`config.mk`:
```
export PLATFORM = sky130hd
export DESIGN_NAME = wifi_cmd_rx
export DESIGN_NICKNAME = d
export VERILOG_FILES = /design/src/rtl/wifi_cmd_rx.sv
export SDC_FILE = /design/constraint.sdc
export NUM_CORES = 1
export LEC_CHECK = 0
export ABC_AREA = 1
export CORE_UTILIZATION = 40
export DETAILED_ROUTE_END_ITERATION = 8
export GPL_ROUTABILITY_DRIVEN = 0
export HOLD_SLACK_MARGIN = 0.1
export PLACE_DENSITY_LB_ADDON = 0.2
export SETUP_SLACK_MARGIN = 0.2
export SLEW_MARGIN = 20
export SYNTH_ARGS = -nofsm -noshare
export SYNTH_HDL_FRONTEND = slang
export SYNTH_SLANG_ARGS = --single-unit
```
`constraint.sdc`:
```
create_clock -name clk -period 1.6 [get_ports clk]
set_input_delay 0.48 -clock clk [delete_from_list [all_inputs] [get_ports clk]]
set_output_delay 0.48 -clock clk [all_outputs]
set_load 0.01 [all_outputs]
```
`src/rtl/wifi_cmd_rx.sv`:
```
// UART (8N1) command receiver for the WiFi module: recovers a byte from rx and
// turns 'D'/'A'/'E' into single-cycle alarm commands, counting framing errors.
module wifi_cmd_rx #(
    parameter int CLK_HZ       = 50000000,
    parameter int BAUD         = 115200,
    parameter int CLKS_PER_BIT = CLK_HZ / BAUD
) (
    input  logic       clk,
    input  logic       reset,
    input  logic       rx,
    output logic [3:0] inWIFI,
    output logic       cmd_strobe,
    output logic       frame_err,
    output logic [7:0] err_count
);

    localparam int CW = $clog2(CLKS_PER_BIT + 1);
    localparam logic [CW-1:0] FULL = CW'(CLKS_PER_BIT - 1);
    localparam logic [CW-1:0] HALF = CW'(CLKS_PER_BIT / 2 - 1);

    typedef enum logic [2:0] {IDLE, START, DATA, STOP, WAIT_IDLE} state_t;

    state_t        state, state_n;
    logic          rx_meta, rxs;
    logic [CW-1:0] cnt, cnt_n;
    logic [2:0]    bit_idx, bit_n;
    logic [7:0]    shreg, sh_n;
    logic [3:0]    code_n;
    logic          stb_n, ferr_n;
    logic [7:0]    errc_n;

    // Synchronizer resets to the idle-high line level so reset never fakes a start bit
    always_ff @(posedge clk or posedge reset) begin
        if (reset) begin
            rx_meta <= 1'b1;
            rxs     <= 1'b1;
        end else begin
            rx_meta <= rx;
            rxs     <= rx_meta;
        end
    end

    always_ff @(posedge clk or posedge reset) begin
        if (reset) begin
            state      <= IDLE;
            cnt        <= '0;
            bit_idx    <= '0;
            shreg      <= '0;
            inWIFI     <= 4'b0000;
            cmd_strobe <= 1'b0;
            frame_err  <= 1'b0;
            err_count  <= 8'h00;
        end else begin
            state      <= state_n;
            cnt        <= cnt_n;
            bit_idx    <= bit_n;
            shreg      <= sh_n;
            inWIFI     <= code_n;
            cmd_strobe <= stb_n;
            frame_err  <= ferr_n;
            err_count  <= errc_n;
        end
    end

    always_comb begin
        state_n = state;
        cnt_n   = cnt;
        bit_n   = bit_idx;
        sh_n    = shreg;
        code_n  = 4'b0000;
        stb_n   = 1'b0;
        ferr_n  = 1'b0;
        errc_n  = err_count;
        case (state)
            IDLE: begin
                if (!rxs) begin
                    cnt_n   = HALF;
                    state_n = START;
                end
            end
            START: begin
                if (cnt == '0) begin
                    if (!rxs) begin
                        state_n = DATA;
                        cnt_n   = FULL;
                        bit_n   = 3'd0;
                    end else begin
                        state_n = IDLE;
                    end
                end else begin
                    cnt_n = cnt - 1'b1;
                end
            end
            DATA: begin
                if (cnt == '0) begin
                    sh_n  = {rxs, shreg[7:1]};
                    cnt_n = FULL;
                    if (bit_idx == 3'd7) state_n = STOP;
                    else                 bit_n   = bit_idx + 1'b1;
                end else begin
                    cnt_n = cnt - 1'b1;
                end
            end
            STOP: begin
                if (cnt == '0) begin
                    if (rxs) begin
                        state_n = IDLE;
                        case (shreg)
                            8'h44:   code_n = 4'b1010;
                            8'h41:   code_n = 4'b1011;
                            8'h45:   code_n = 4'b1100;
                            default: code_n = 4'b0000;
                        endcase
                        stb_n = |code_n;
                    end else begin
                        state_n = WAIT_IDLE;
                        ferr_n  = 1'b1;
                        if (err_count != 8'hFF) errc_n = err_count + 1'b1;
                    end
                end else begin
                    cnt_n = cnt - 1'b1;
                end
            end
            WAIT_IDLE: begin
                if (rxs) state_n = IDLE;
            end
            default: state_n = IDLE;
        endcase
    end

endmodule
```
clock_wires.png
Scale: 6 px per micron.
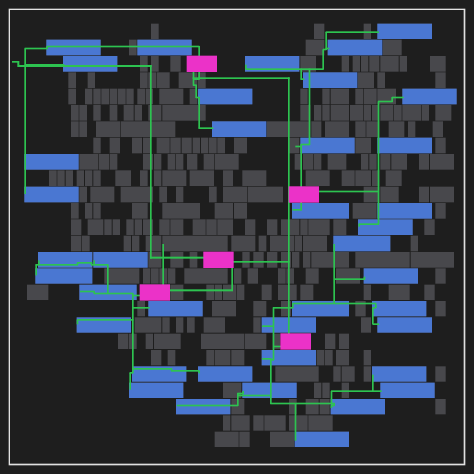
[green] clock wires | length: 537 microns
[magenta] clock-net drivers | count: 5
[blue] flip-flops | count: 39
flops lie: all over the die

route_heat.png
Scale: 4 px per micron. 15 x 15 tiles, from white (low) to dark blue (high), scaled to the fullest tile. Values are wire area over tile area, all layers added.
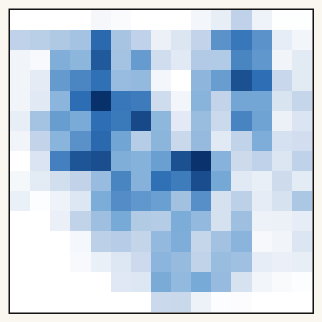
densest ninth of the die: center
nearly empty tiles: 17%
fullest tile: 0.44

gates.png
Scale: 4 px per micron.
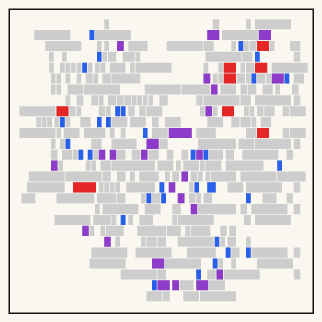
[red] xor and xnor cells | cells: 8
[blue] inv cells | cells: 32
[purple] aoi and oai cells | cells: 25

==> results.rst <==
Run summary
-----------

.. list-table::
   :header-rows: 1

   * - Metric
     - Value
   * - Synth top area share
     - 0.427
   * - Instance count of the mapped netlist
     - 272
   * - Combinational family with the most area after synthesis
     - simple AND/OR/NAND/NOR gates
   * - Status
     - completed
   * - Cell class contributing the biggest share of worst-path delay
     - simple AND/OR/NAND/NOR gates
   * - Number of buffers inserted during clock tree synthesis
     - 5
   * - Initial antenna violation count
     - 0
   * - Number of hold violations in the final report
     - 0
   * - Inserted Diodes
     - 0
   * - Area of the placeable core
     - 5170 sq um
   * - Post-layout worst setup margin
     - 0.161 ns
   * - Final design instance area without fill
     - 2880 sq um
   * - DP Area
     - 2450 sq um
   * - Gates resized, CTS repair
     - 54
   * - Comb pwr
     - 0.0393 mW
   * - Net count entering floorplan
     - 280
   * - FF/Latch Area
     - 982 sq um
   * - Cell depth of the worst flop-to-flop path
     - 8
   * - Post-route fraction of the period consumed by the critical path
     - 0.899
   * - Quantity of hold-fixing buffers added after cts
     - 0
   * - Final ANT Viol Nets
     - 0
   * - Yosys synthesis warning count
     - 0
   * - Logic depth of the worst setup path including buffers
     - 8
   * - Capturing element type of the critical path
     - flop
   * - Final Slew Violations
     - 0
   * - Largest buffer count on any clock path
     - 2
   * - Worst setup slack before clock tree synthesis
     - 0.0660 ns
   * - Met2 Usage GRT
     - 0.271
   * - Post-synthesis to final-layout area growth
     - 32.7%
   * - Inverters, non-clock
     - 32
   * - Clock Sinks
     - 39
   * - Final critical-path required period
     - 1.44 ns
   * - Skew-Pair Late Insertion Delay
     - 0.30 ns
   * - H-tree depth
     - 2
   * - Top cell type by instance count after synthesis
     - nand2_1
   * - Power consumption
     - 1.86 mW
   * - Hold WS
     - 0.357 ns
   * - Maximum capacitance violations
     - 0
   * - Worst supply voltage drop on vdd
     - 0.368 mV
   * - DPL Wire Length
     - 3010 microns
   * - End of the worst register-to-register path
     - err_count[2]$_DFFE_PP0P_
   * - Cell accounting for the most synthesized area
     - dfrtp_1
   * - Post-Route M1 WL
     - 2190 microns
   * - First-pass iteration count of the detailed router
     - 4
   * - Root buffer cell
     - clkbuf_8
   * - Share of flip-flops with an asynchronous set or reset after synthesis
     - 1.00
   * - Worst path most repeated cell
     - nand2_1
   * - Share of the final layout cell area in sequential cells
     - 0.341
   * - Top cells by count
     - nand2_1 (88), dfrtp_1 (37), inv_1 (29)
   * - Primary flip-flop cell chosen by synthesis mapping
     - dfrtp_1
   * - Number of unique standard cell types used by synthesis
     - 26
   * - Worst EP required
     - 1.84 ns
   * - Die Ht
     - 75.6 microns
   * - Power density over cell area
     - 647 nW/um^2
   * - Sequential share of power
     - 0.533
   * - Most common logic cell in the routed design
     - nand2_1
   * - Post-Layout Cell Count
     - 388
   * - Maximum number of pins on one net before global-route repair
     - 40
   * - Headroom to the max-slew limit
     - 0.828
   * - Final net count
     - 325
   * - Sequential area share after synthesis
     - 0.451
   * - Total via count after detailed routing
     - 1850
   * - Switching part of the total power
     - 0.213
   * - Max FO, Critical Path
     - 8
   * - Fraction of final layout cells with drive strength greater than 1
     - 0.352
   * - Wire length of the first global-routing pass
     - 7400 microns
   * - Number of non-clock buffers in the layout
     - 36
   * - Post-Syn Area
     - 2170 sq um
   * - Clock buffer count in the final layout
     - 5
   * - Highest clock frequency the design can meet
     - 695 MHz
   * - Worst-path cell with the longest stage delay
     - dfrtp_1
   * - MUX share of area
     - 0
   * - Worst setup path category
     - flop to flop
congestion_map.png
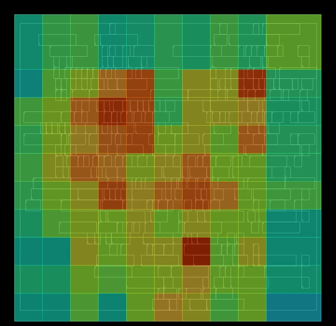
met3 GRT Util: 0.0357
final core utilization: 0.556
global-route track usage on met1: 0.239
average wire per cell in the routed design: 12.0 microns
busiest grt layer: met2

port_trees.png
Scale: 6 px per micron.
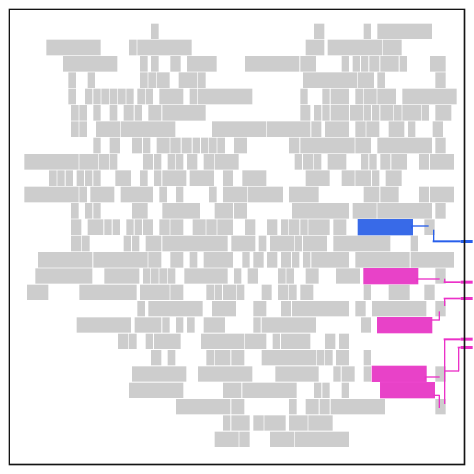
[magenta] inWIFI | bits: 4 | direction: output | end cells: 4 | buffers: 4 | wire: 38.8 microns
[blue] frame_err | bits: 1 | direction: output | end cells: 1 | buffers: 1 | wire: 9.30 microns
quantity of I/O buffers inserted on ports: 16
I/O pin total: 17

==> worst min-delay path by stage <==
stage	start	to	cells past startpoint
global route	rx_meta$_DFF_PP1_	rxs$_DFF_PP1_	0
finish	rx_meta$_DFF_PP1_	rxs$_DFF_PP1_	0
detailed placement	rx_meta$_DFF_PP1_	rxs$_DFF_PP1_	0
global placement	rx_meta$_DFF_PP1_	rxs$_DFF_PP1_	0
floorplan	rx_meta$_DFF_PP1_	rxs$_DFF_PP1_	0
CTS	rx_meta$_DFF_PP1_	rxs$_DFF_PP1_	0
==> registers in the layout, indices dropped and copies added, names as in the netlist <==
register,flops
inWIFI,4
state,3
cnt,9
shreg,8
cmd_strobe,1
rxs,1
rx_meta,1
frame_err,1
bit_idx,3
err_count,8
No activity file was given, so power comes from the tool's default toggle rates.
